## src/rtl/x_23k640_req_queue.sv

```systemverilog
// Request/completion queue in front of the 23K640 SPI data engine.
// Read dispatch waits for completion-buffer credit, because the engine cannot stall.
module x_23k640_req_queue #(
  parameter int unsigned DEPTH = 4,
  parameter int unsigned TAG_W = 4
) (
  input  logic             i_clk,
  input  logic             i_rst,
  input  logic             i_req_valid,
  output logic             o_req_ready,
  input  logic             i_req_rd_n_wr,
  input  logic [15:0]      i_req_addr,
  input  logic [7:0]       i_req_wdata,
  input  logic [TAG_W-1:0] i_req_tag,
  output logic             o_cpl_valid,
  input  logic             i_cpl_ready,
  output logic [TAG_W-1:0] o_cpl_tag,
  output logic [7:0]       o_cpl_rdata,
  output logic             o_valid,
  input  logic             i_accept,
  output logic             o_rd_n_wr,
  output logic [15:0]      o_addr,
  output logic [7:0]       o_wdata,
  input  logic             i_ready,
  input  logic [7:0]       i_rdata,
  output logic             o_idle,
  output logic             o_err
);

  localparam int unsigned AW = $clog2(DEPTH);
  localparam int unsigned PW = AW + 1;
  localparam int unsigned SW = PW + 1;

  typedef struct packed {
    logic             rd_n_wr;
    logic [15:0]      addr;
    logic [7:0]       wdata;
    logic [TAG_W-1:0] tag;
  } req_t;

  typedef struct packed {
    logic [TAG_W-1:0] tag;
    logic [7:0]       rdata;
  } cpl_t;

  req_t             req_mem_q [DEPTH];
  cpl_t             cpl_mem_q [DEPTH];
  logic [TAG_W-1:0] tag_mem_q [2];

  logic [PW-1:0] req_wp_q, req_wp_d, req_rp_q, req_rp_d;
  logic [PW-1:0] cpl_wp_q, cpl_wp_d, cpl_rp_q, cpl_rp_d;
  logic          tag_wp_q, tag_wp_d, tag_rp_q, tag_rp_d;
  logic [1:0]    infl_q, infl_d;
  logic          err_q, err_d;

  logic [PW-1:0] req_cnt, cpl_cnt;
  logic          req_full, req_empty, cpl_full, cpl_empty;
  logic          credit_ok;
  logic          req_push, req_pop, rd_acc, tag_push, rdy_ok, cpl_push, cpl_pop;
  req_t          req_in, head;
  cpl_t          cpl_in, cpl_head;

  assign req_cnt   = req_wp_q - req_rp_q;
  assign cpl_cnt   = cpl_wp_q - cpl_rp_q;
  assign req_full  = (req_cnt == PW'(DEPTH));
  assign req_empty = (req_cnt == '0);
  assign cpl_full  = (cpl_cnt == PW'(DEPTH));
  assign cpl_empty = (cpl_cnt == '0);
  assign head      = req_mem_q[req_rp_q[AW-1:0]];
  assign cpl_head  = cpl_mem_q[cpl_rp_q[AW-1:0]];

  // A read may only go out if its completion is guaranteed a slot.
  assign credit_ok = (SW'(cpl_cnt) + SW'(infl_q)) < SW'(DEPTH);

  assign req_push = i_req_valid & ~req_full;
  assign req_pop  = i_accept & ~req_empty;
  assign rd_acc   = req_pop & head.rd_n_wr;
  assign tag_push = rd_acc & (infl_q != 2'd2);
  assign rdy_ok   = i_ready & (infl_q != 2'd0);
  assign cpl_pop  = i_cpl_ready & ~cpl_empty;
  assign cpl_push = rdy_ok & (~cpl_full | cpl_pop);

  assign req_in = '{i_req_rd_n_wr, i_req_addr, i_req_wdata, i_req_tag};
  assign cpl_in = '{tag_mem_q[tag_rp_q], i_rdata};

  // Next-state for pointers, in-flight count and sticky error.
  always_comb begin
    req_wp_d = req_wp_q;
    req_rp_d = req_rp_q;
    cpl_wp_d = cpl_wp_q;
    cpl_rp_d = cpl_rp_q;
    tag_wp_d = tag_wp_q;
    tag_rp_d = tag_rp_q;
    infl_d   = infl_q;
    err_d    = err_q;
    if (req_push) req_wp_d = req_wp_q + PW'(1);
    if (req_pop)  req_rp_d = req_rp_q + PW'(1);
    if (cpl_push) cpl_wp_d = cpl_wp_q + PW'(1);
    if (cpl_pop)  cpl_rp_d = cpl_rp_q + PW'(1);
    if (tag_push) tag_wp_d = ~tag_wp_q;
    if (rdy_ok)   tag_rp_d = ~tag_rp_q;
    case ({tag_push, rdy_ok})
      2'b10:   infl_d = infl_q + 2'd1;
      2'b01:   infl_d = infl_q - 2'd1;
      default: infl_d = infl_q;
    endcase
    if ((i_accept & req_empty) | (i_ready & (infl_q == 2'd0)) | (rd_acc & (infl_q == 2'd2)))
      err_d = 1'b1;
  end

  always_ff @(posedge i_clk or posedge i_rst) begin
    if (i_rst) begin
      req_wp_q <= '0;
      req_rp_q <= '0;
      cpl_wp_q <= '0;
      cpl_rp_q <= '0;
      tag_wp_q <= 1'b0;
      tag_rp_q <= 1'b0;
      infl_q   <= 2'd0;
      err_q    <= 1'b0;
    end else begin
      req_wp_q <= req_wp_d;
      req_rp_q <= req_rp_d;
      cpl_wp_q <= cpl_wp_d;
      cpl_rp_q <= cpl_rp_d;
      tag_wp_q <= tag_wp_d;
      tag_rp_q <= tag_rp_d;
      infl_q   <= infl_d;
      err_q    <= err_d;
    end
  end

  // Storage arrays carry no reset; validity is tracked by the pointers.
  always_ff @(posedge i_clk) begin
    if (req_push) req_mem_q[req_wp_q[AW-1:0]] <= req_in;
    if (cpl_push) cpl_mem_q[cpl_wp_q[AW-1:0]] <= cpl_in;
    if (tag_push) tag_mem_q[tag_wp_q] <= head.tag;
  end

  assign o_req_ready = ~req_full;
  assign o_valid     = ~req_empty & (~head.rd_n_wr | credit_ok);
  assign o_rd_n_wr   = head.rd_n_wr;
  assign o_addr      = head.addr;
  assign o_wdata     = head.wdata;
  assign o_cpl_valid = ~cpl_empty;
  assign o_cpl_tag   = cpl_head.tag;
  assign o_cpl_rdata = cpl_head.rdata;
  assign o_idle      = req_empty & (infl_q == 2'd0) & cpl_empty;
  assign o_err       = err_q;

endmodule

```

## config.mk

```make
export PLATFORM = sky130hd
export DESIGN_NAME = x_23k640_req_queue
export DESIGN_NICKNAME = d
export VERILOG_FILES = /design/src/rtl/x_23k640_req_queue.sv
export SDC_FILE = /design/constraint.sdc
export NUM_CORES = 1
export LEC_CHECK = 0
export CORE_MARGIN = 3
export CORE_UTILIZATION = 50
export DETAILED_ROUTE_END_ITERATION = 10
export PLACE_DENSITY_LB_ADDON = 0.1
export SYNTH_ARGS = -nofsm -noshare
export SYNTH_HDL_FRONTEND = slang
export SYNTH_SLANG_ARGS = --single-unit
```

## constraint.sdc

```tcl
create_clock -name i_clk -period 3.3 [get_ports i_clk]
set_input_delay 0.825 -clock i_clk [delete_from_list [all_inputs] [get_ports i_clk]]
set_output_delay 0.825 -clock i_clk [all_outputs]
set_load 0.05 [all_outputs]
```

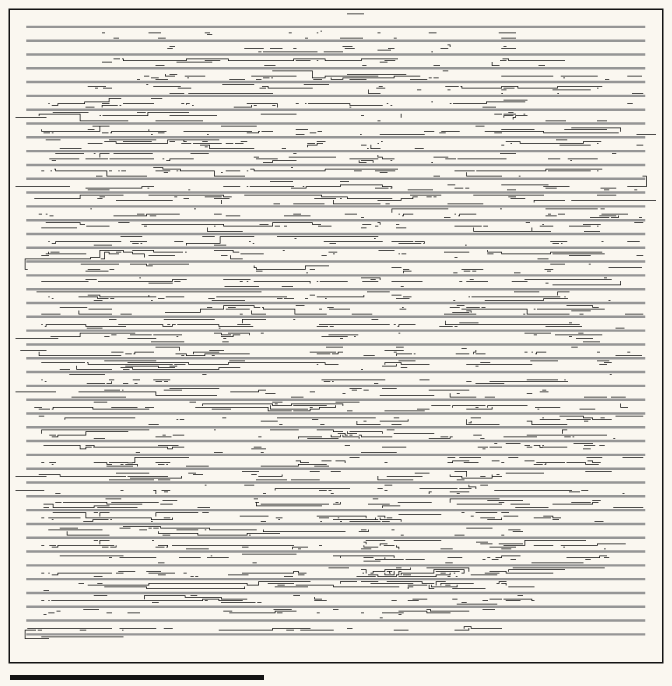
run_1/m1.png
Bar = 50 um. Supply wires on this layer in gray.
The longest straight run is 44.2 um. 435 nets have wire on it. The layer holds 41% of the routed length. The layer carries 4970 um of wire.
vias after detailed routing: 3362
global routing met1 resource utilization: 20.0%
total length of routed wires: 12100 um

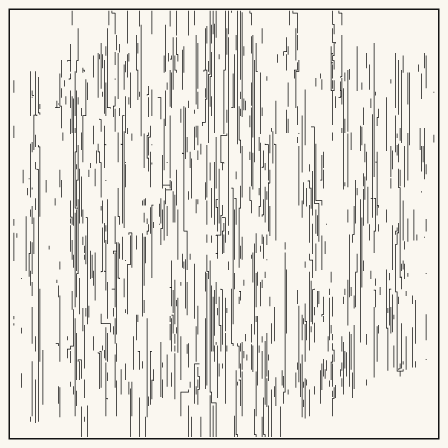
run_1/m2.png
The layer carries 6400 um of wire. 451 nets have wire on it. The longest straight run is 75.6 um. The wires run mostly vertical.
GR Layer Usage met2: 26.7%

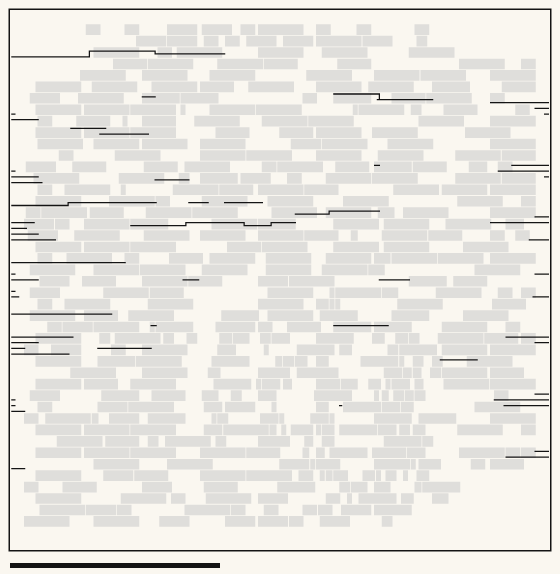
run_1/m3.png
Bar = 50 um.
49 nets have wire on it. The wires run mostly horizontal. The layer carries 537 um of wire. The longest straight run is 26.9 um.
global-route met3 utilization: 4.23%

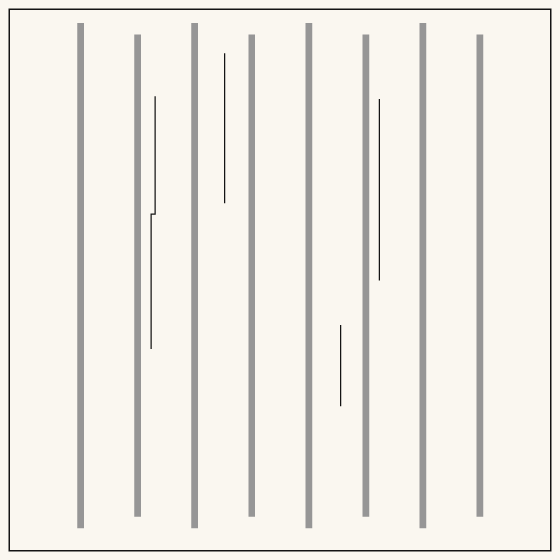
run_1/m4.png
Supply wires on this layer in gray.
The wires run mostly vertical. The layer holds 1.3% of the routed length.

==> run 1: cells in the mapped netlist (2+ instances only) <==
cell and number:
inv_1 12, nand2_1 3, buf_4 25, mux4_2 41
nand3_1 2, edfxtp_1 172, nor2_1 5, ha_1 15
clkbuf_1 3, and2_1 7, nand2b_1 2, buf_2 3
o21ai_0 3, xor2_1 3, xnor2_1 10, mux2_2 5
dfrtp_1 17
==> run 1: flip-flops by register name, summed over array words and instances, names as in the netlist <==
| name | cells |
|---|---|
| req_mem_q | 116 |
| cpl_mem_q | 48 |
| tag_mem_q | 8 |
| cpl_rp_q | 3 |
| cpl_wp_q | 3 |
| req_rp_q | 3 |
| req_wp_q | 3 |
| infl_q | 2 |
| o_err | 1 |
| tag_rp_q | 1 |
| tag_wp_q | 1 |
==> run 1: cell type report <==
type                            count  area (um^2)
Fill cell                         992         5200
Sequential cell                   189         5590
Timing Repair Buffer              101         1300
Clock inverter                     15         96.3
Tap cell                          184          230
Clock buffer                       17          425
Inverter                           12         45.0
Multi-Input combinational cell    116         1700
==> run 1: routing by layer <==
layer  track usage (%)  vias to the layer above  wire length (um)
met5                 0                        -                 0
met4              5.43                        0               158
met3              4.23                       13               537
met2              26.7                       70              6400
met1              20.0                     1736              4970
li1                  -                     1543                 -
==> run 1: worst min path at each step <==
stage / from / to / cells after the start
2_1_floorplan: cpl_wp_q[2] / cpl_wp_q[2] / 1
3_3_place_gp: cpl_wp_q[2] / cpl_wp_q[2] / 1
3_5_place_dp: cpl_wp_q[2] / cpl_wp_q[2] / 1
4_1_cts: cpl_wp_q[2] / cpl_wp_q[2] / 1
5_1_grt: cpl_wp_q[2] / cpl_wp_q[2] / 1
6_report: cpl_wp_q[2] / cpl_wp_q[2] / 1
==> run 1: stage by stage <==
| stage | setup TNS [ns] | util (%) | area, um^2 |
|---|---|---|---|
| after global placement | 0 | 60.3 | 8800 |
| after detailed placement | 0 | 60.3 | 8800 |
| after floorplan | -0.0165 | - | 7510 |
| after global routing | -0.168 | 64.3 | 9390 |
| after CTS | -0.0579 | 64.2 | 9360 |
| final | -0.0666 | 64.3 | 9390 |
==> run 1: cell families (layout without fill, tap and decap cells) <==
group,after synthesis,in the layout,share of synthesized area [%]
AND-OR/OR-AND,12,12,1.40
flip-flops,189,189,74.6
adder cells (fa/ha/maj),16,16,2.77
AND/OR/NAND/NOR,24,24,1.90
buffers and inverters,44,145,3.51
multiplexers,48,48,13.4
XOR/XNOR,16,16,2.42
==> run 1: repair_timing <==
action                                  in CTS  in global routing
resized                                      6                  3
pin swaps                                    6                  5
endpoints found under the setup margin       2                  4
buffers inserted                             3                  1
gates cloned                                 0                  0
==> run 1: critical path, delay by kind of cell, from the launching register on <==
family / cells / cell delay, ns
buffers and inverters: 3 / 0.27
DFF: 1 / 0.39
adders and majority gates: 3 / 0.89
AOI/OAI and AO/OA: 2 / 0.58
==> Flow_metrics.wiki, run 1 <==
== Metrics ==
{| class="wikitable"
! Metric !! Value
|-
| Number of global-route vias before repair || 3728
|-
| Core box area || ~0.015 mm^2
|-
| Critical path type || flop to output pin
|-
| CP Capture Point || o_valid
|-
| Yosys cell types || 38
|-
| Worst EP arrival || 2.54 ns
|-
| CP Cell Sequence || inv_2, ha_4, inv_2, fa_2, ha_4, a311o_2, a21oi_4, buf_12
|-
| Number of antenna violations at the first check in global routing || 0
|-
| Post-Syn Instances || 349
|-
| Critical path's slowest cell || fa_2
|-
| Tally of non-filler cells in the final layout || between 600 and 700
|-
| Clock Pin Slew Worst Setup and Hold Paths || 0.06 ns
|-
| Post-layout period usage of the worst path || 102%
|-
| OpenROAD warnings || 35
|-
| Endpoint of the worst register-to-register path || req_mem_q[2][9]
|-
| Largest driver fanout on the critical path || 3
|-
| H-tree levels || 4
|-
| Pre-CTS setup slack || 0.234 ns
|-
| R2r setup slk || 0.96 ns
|-
| Number of cells in Yosys stat || 349
|-
| Depth of the worst register-to-register path || 6
|-
| Post-synth EDFFs || 172
|-
| CP Data Required Time || 2.47 ns
|-
| Antenna cell count || 0
|-
| YS chip area || 0.00750 mm^2
|-
| Largest stage delay on the critical path || 0.56 ns
|-
| FF-to-FF Start || req_rp_q[0]
|-
| Insertion delay of the later-clocked pin in the worst-skew pair || ~0.42 ns
|-
| Worst Setup Start Kind || flop
|-
| CTS Buffer Depth || 2
|-
| Cell count after placement || between 500 and 600
|-
| Overall global routing resource usage || 15.8%
|-
| Time the final worst path needs with I/O delays and setup || 3.37 ns
|-
| Total count of max-transition violations in the final report || 0
|-
| First-pass iteration count of the detailed router || 4
|-
| CTS Buf Count || 17
|-
| Number of sinks driven by the clock tree || 189
|-
| DIE AREA || 0.0165 mm^2
|-
| CTS Hold Buffers Added || 0
|-
| Violated checks || setup timing
|-
| Hold Vio Cnt, Final || 0
|-
| Sum of overflow across all layers after global routing || 0
|-
| Result of the run || finished, violations left
|-
| Final worst clock skew || roughly 0.0058 ns
|-
| Pin count of the biggest net entering global routing || 32
|-
| Commonest cells after routing, fill and taps aside || 172 x edfxtp_1, 52 x clkdlybuf4s50_1, 41 x mux4_2
|-
| Violation count after the first detailed-route iteration || 199
|-
| Detailed-route wire length per cell || 19.0 um
|-
| Fraction of post-synthesis cell area in the top cell type by area || 68.9%
|-
| Number of nets in the final layout || 496
|-
| Total setup violations reported at the end of the flow || 1
|-
| Max-capacitance violation count || 0
|-
| Class of the worst hold path || flop to flop
|-
| Worst hold slack || 0.475 ns
|-
| Flop and latch count out of synthesis || between 150 and 200
|-
| Fraction of layout instances using a drive strength above 1 || 31.6%
|-
| Post-detail-place hpwl || a little under 8000 um
|-
| Commonest Layout Cell || edfxtp_1
|-
| Vias per std cell || 5.30
|-
| Capturing element type of the critical path || output pin
|-
| Remaining DRCs || 0
|-
| # IOs || 85
|-
| Port Buffer Count || 84
|-
| Wire length of the first global-routing pass || 19600 um
|-
| Weighted congestion reported at the end of routability-driven placement || 0.691
|-
| Initial Util || 51.4%
|-
| Root cell of the clock tree || clkbuf_16
|-
| Synthesis-to-layout area growth || 25.2%
|-
| Synthesis Warnings || 0
|-
| Source of the critical timing path || cpl_wp_q[0]
|-
| Cell type with the largest total area after synthesis || edfxtp_1
|-
| CTS tree || built
|-
| Max-Slew Margin vs Limit || approximately 54%
|-
| Die outline height || roughly 130 um
|-
| ANT nets after route || 0
|-
| Peak clock frequency supported by timing || 0.297 GHz
|-
| Worst Max-Slew Pin Slew || 0.683 ns
|-
| Synthesized cell area || 0.00750 mm^2
|-
| Mapped Nets || around 410
|-
| Part of the Yosys area used for sequential elements || 74.6%
|-
| Fraction of registers with async set/reset || 8.99%
|-
| Site Rows || approximately 44
|-
| Setup repair after global routing missed its margin || yes
|-
| Worst Slack Setup Final || -0.0666 ns
|-
| Primary FF master, synth || edfxtp_1
|-
| Post-Synthesis Mean Instance Area || about 21 um^2
|-
| Dominant cells by area after synthesis || edfxtp_1 69%, mux4_2 12%, dfrtp_1 5.7%
|-
| Horizontal extent of the die || 128 um
|}
==> inputs of run 2 (changes only) <==
--- a/config.mk
+++ b/config.mk
@@ -5,7 +5,7 @@
 export SDC_FILE = /design/constraint.sdc
 export NUM_CORES = 1
 export LEC_CHECK = 0
-export CORE_MARGIN = 3
+export CORE_MARGIN = 4
 export CORE_UTILIZATION = 50
 export DETAILED_ROUTE_END_ITERATION = 10
 export PLACE_DENSITY_LB_ADDON = 0.1
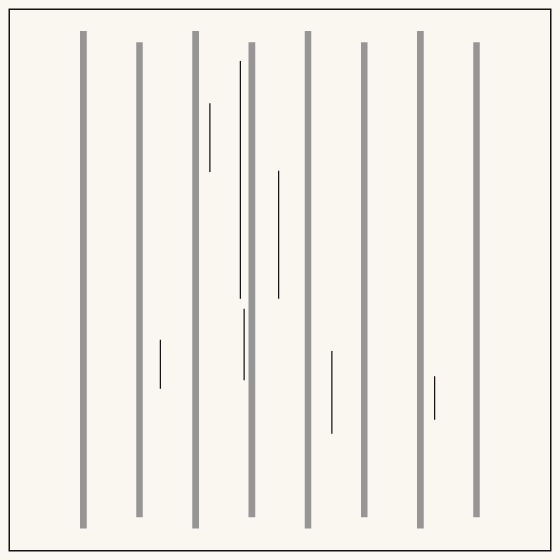
run_2/m4.png
Supply wires on this layer in gray.
The layer holds 1.3% of the routed length. The longest straight run is 57.1 um. The wires run mostly vertical. 4 nets have wire on it. The layer carries 163 um of wire.
vias after detailed routing: 3391
total length of routed wires: 12600 um

==> run 2 against run 1 <==
  * Critical path depth unchanged
  * Register-to-register slack got worse by 0.10 ns
  * Die area up 3.1%
  * The flow still finishes with violations (setup timing)
  * Worst hold slack improved by 0.010 ns
  * Via count rose by 0.86%
  * Setup slack better by 0.035 ns
  * Count of clock-buffer cells in the layout is the same
  * Non-clock buffer count increased by 5
  * Utilization is 0.70 points higher
  * Flip-flop count is the same
==> Flow_metrics.wiki, run 2 <==
== Metrics ==
{| class="wikitable"
! Metric !! Value
|-
| Result of the run || finished, violations left
|-
| Violated checks || setup timing
|-
| H-tree levels || 4 (unchanged)
|-
| Primary FF master, synth || edfxtp_1
|-
| Post-route setup TNS || -0.0317 ns (+0.0349 ns)
|-
| Worst Max-Slew Pin Slew || 0.690 ns (+0.00703 ns)
|-
| Crit path buffers/inverters || 3 (unchanged)
|-
| Root cell of the clock tree || clkbuf_16
|-
| Synthesis-to-layout area growth || 26.6%
|-
| Setup repair after global routing missed its margin || yes
|-
| Critical path type || flop to output pin
|-
| Final core utilization || 65.1% (+0.70 points)
|-
| Detailed-route wire length per cell || 19.7 um (+3.5%)
|-
| Xor/xnor share of the synthesized area || 2.42% (unchanged)
|-
| Worst hold slack || 0.485 ns (+0.0104 ns)
|-
| Critical path's slowest cell || fa_1
|-
| Die outline height || 130 um (+1.6%)
|-
| Commonest Layout Cell || edfxtp_1
|-
| Class of the worst hold path || flop to flop
|-
| Horizontal extent of the die || 130 um (+1.6%)
|-
| Antenna cell count || 0 (unchanged)
|-
| Number of nets in the final layout || 501 (+1.0%)
|-
| Peak clock frequency supported by timing || 0.300 GHz (+1.0%)
|-
| Synthesized cell area || 0.00750 mm^2 (unchanged)
|-
| GR Layer Usage met2 || 28.1% (+1.4 points)
|-
| Weighted congestion reported at the end of routability-driven placement || 0.709 (+2.5%)
|-
| DIE AREA || 0.0170 mm^2 (+3.1%)
|-
| First-pass iteration count of the detailed router || 4 (unchanged)
|-
| Post-Synthesis Mean Instance Area || 21.5 um^2 (unchanged)
|-
| Vias per std cell || 5.31 (about the same)
|-
| Cell type with the largest total area after synthesis || edfxtp_1
|-
| Biggest combinational cell group after synthesis || multiplexers
|-
| Part of the Yosys area used for sequential elements || 74.6% (unchanged)
|-
| Count leader, synth || edfxtp_1
|-
| CP Cell Sequence || inv_2, ha_4, inv_2, fa_1, ha_1, a311o_2, a21oi_4, buf_12
|-
| Largest stage delay on the critical path || 0.47 ns (-0.09 ns)
|-
| Synthesis Warnings || 0 (unchanged)
|-
| ANT nets after route || 0 (unchanged)
|-
| R2r setup slk || 0.86 ns (-0.10 ns)
|-
| Max-capacitance violation count || 0 (unchanged)
|-
| Initial Util || 51.4% (unchanged)
|-
| Cell depth of the worst setup path || 8 (unchanged)
|-
| YS chip area || 0.00750 mm^2 (unchanged)
|-
| Most used cell, CP || inv_2
|-
| Core box area || 0.0146 mm^2 (unchanged)
|-
| OpenROAD warnings || 35 (unchanged)
|-
| CTS Hold Buffers Added || 0 (unchanged)
|-
| Number of global-route vias before repair || 3748 (+0.54%)
|-
| Number of sinks driven by the clock tree || 189 (unchanged)
|-
| Fraction of post-synthesis cell area in the top cell type by area || 68.9% (unchanged)
|-
| Sum of overflow across all layers after global routing || 0 (unchanged)
|-
| FF-to-FF Start || req_wp_q[0]
|-
| Post-synth EDFFs || 172 (unchanged)
|-
| Number of antenna violations at the first check in global routing || 0 (unchanged)
|-
| Overall global routing resource usage || 15.8% (+0.038 points)
|-
| Post-detail-place hpwl || 7990 um (+3.3%)
|-
| Dominant cells by area after synthesis || edfxtp_1 69%, mux4_2 12%, dfrtp_1 5.7%
|-
| Area fraction in compound gates after synthesis || 1.40% (unchanged)
|-
| Post-synthesis mux area share || 13.4% (unchanged)
|-
| Hold Path Origin || cpl_wp_q[2]
|-
| Total setup violations reported at the end of the flow || 1 (unchanged)
|-
| Time the final worst path needs with I/O delays and setup || 3.33 ns (-0.0349 ns)
|-
| Hold Vio Cnt, Final || 0 (unchanged)
|-
| Worst EP arrival || 2.51 ns (-0.03 ns)
|-
| Number of cells in Yosys stat || 349 (unchanged)
|-
| Final worst clock skew || 0.00914 ns (+0.00333 ns)
|-
| Yosys cell types || 38 (unchanged)
|-
| Fraction of layout instances using a drive strength above 1 || 32.1% (+0.53 points)
|-
| Number of flip-flops in the largest register || 116 (unchanged)
|-
| Site Rows || 44 (unchanged)
|-
| Max-Slew Margin vs Limit || 53.9% (-0.47 points)
|-
| Fraction of registers with async set/reset || 8.99% (unchanged)
|-
| Simple-gate share of the synthesized area || 1.90% (unchanged)
|-
| Worst hold stages || 1 (unchanged)
|-
| Wire length of the first global-routing pass || 19700 um (+0.63%)
|-
| Capturing element type of the critical path || output pin
|-
| Depth of the worst register-to-register path || 7 (+1)
|-
| Clock Pin Slew Worst Setup and Hold Paths || 0.07 ns (about the same)
|-
| Global route hottest layer || met2
|-
| Global routing met1 resource utilization || 18.3% (-1.6 points)
|-
| Share of synthesized cell area in full adder, half adder and majority cells || 2.77% (unchanged)
|-
| Mapped Nets || 408 (unchanged)
|-
| Worst Slack Setup Final || -0.0317 ns (+0.0349 ns)
|-
| Post-layout period usage of the worst path || 101% (-1.1 points)
|-
| Largest driver fanout on the critical path || 2 (-1)
|-
| # IOs || 85 (unchanged)
|-
| Pin count of the biggest net entering global routing || 32 (unchanged)
|-
| Flop and latch count out of synthesis || 189 (unchanged)
|-
| Commonest cells after routing, fill and taps aside || 172 x edfxtp_1, 43 x clkdlybuf4s50_1, 41 x mux4_2
|-
| Commonest cells in the netlist || 172 x edfxtp_1, 41 x mux4_2, 25 x buf_4
|-
| CTS Buffer Depth || 2 (unchanged)
|-
| Remaining DRCs || 0 (unchanged)
|-
| Endpoint of the worst register-to-register path || req_mem_q[1][27]
|-
| Worst Setup Start Kind || flop
|-
| Global-route met3 utilization || 4.96% (+0.73 points)
|-
| CP Data Required Time || 2.47 ns (about the same)
|-
| CP delay by family, top || adder cells
|-
| Port Buffer Count || 84 (unchanged)
|-
| Hold-critical path endpoint || cpl_wp_q[2]
|-
| Total count of max-transition violations in the final report || 0 (unchanged)
|-
| Violation count after the first detailed-route iteration || 179 (-10%)
|-
| Post-Syn Instances || 349 (unchanged)
|-
| CTS tree || built
|}
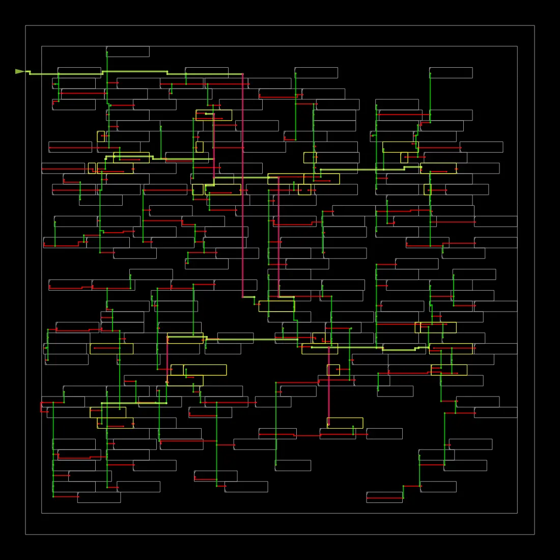
run_2/clock_nets.png
insertion delay of the later-clocked pin in the worst-skew pair: 0.42 ns
CTS Buf Count: 17

[run 2: kinds of logic (layout without fill, tap and decap cells)]
logic type / Yosys count / after routing
AOI/OAI and AO/OA: 12 / 12
buffers and inverters: 44 / 150
and+or+nand+nor: 24 / 24
DFF: 189 / 189
xor gates and xnor gates: 16 / 16
muxes: 48 / 48
adders and majority gates: 16 / 16
[run 2: what timing repair did]
item | CTS | global route
buffers inserted | 8 | 0
endpoints found under the setup margin | 2 | 14
gates resized | 5 | 11
pin swaps | 6 | 2
[run 2: worst max-delay path by stage]
stage	startpoint	endpoint	slack [ns]
CTS	cpl_wp_q[0]	o_valid	-0.08
floorplan	cpl_rp_q[1]	o_valid	-0.02
global placement	cpl_wp_q[0]	o_valid	0.25
global route	cpl_wp_q[0]	o_valid	-0.15
finish	cpl_wp_q[0]	o_valid	-0.03
detailed placement	cpl_wp_q[0]	o_valid	0.21
[run 2: layout make-up]
type                            count  area (um^2)
Clock buffer                       17          425
Clock inverter                     15          170
Fill cell                         961         5100
Inverter                           12         45.0
Multi-Input combinational cell    116         1680
Sequential cell                   189         5590
Tap cell                          184          230
Timing Repair Buffer              106         1350
[run 2: metrics by stage]
stage | setup slack [ns] | std cells | cell area [um^2]
finish | -0.0317 | 639 | 9490
global route | -0.145 | 639 | 9490
CTS | -0.0789 | 639 | 9460
detailed placement | 0.207 | 599 | 8790
global placement | 0.255 | 599 | 8790
floorplan | -0.0165 | 349 | 7510
[run 2: routing by layer]
layer  up-vias  part of all wire, %
li1       1564                    -
met1      1743                   39
met2        69                   55
met3        15                  4.7
met4         0                  1.3
met5         -                    0
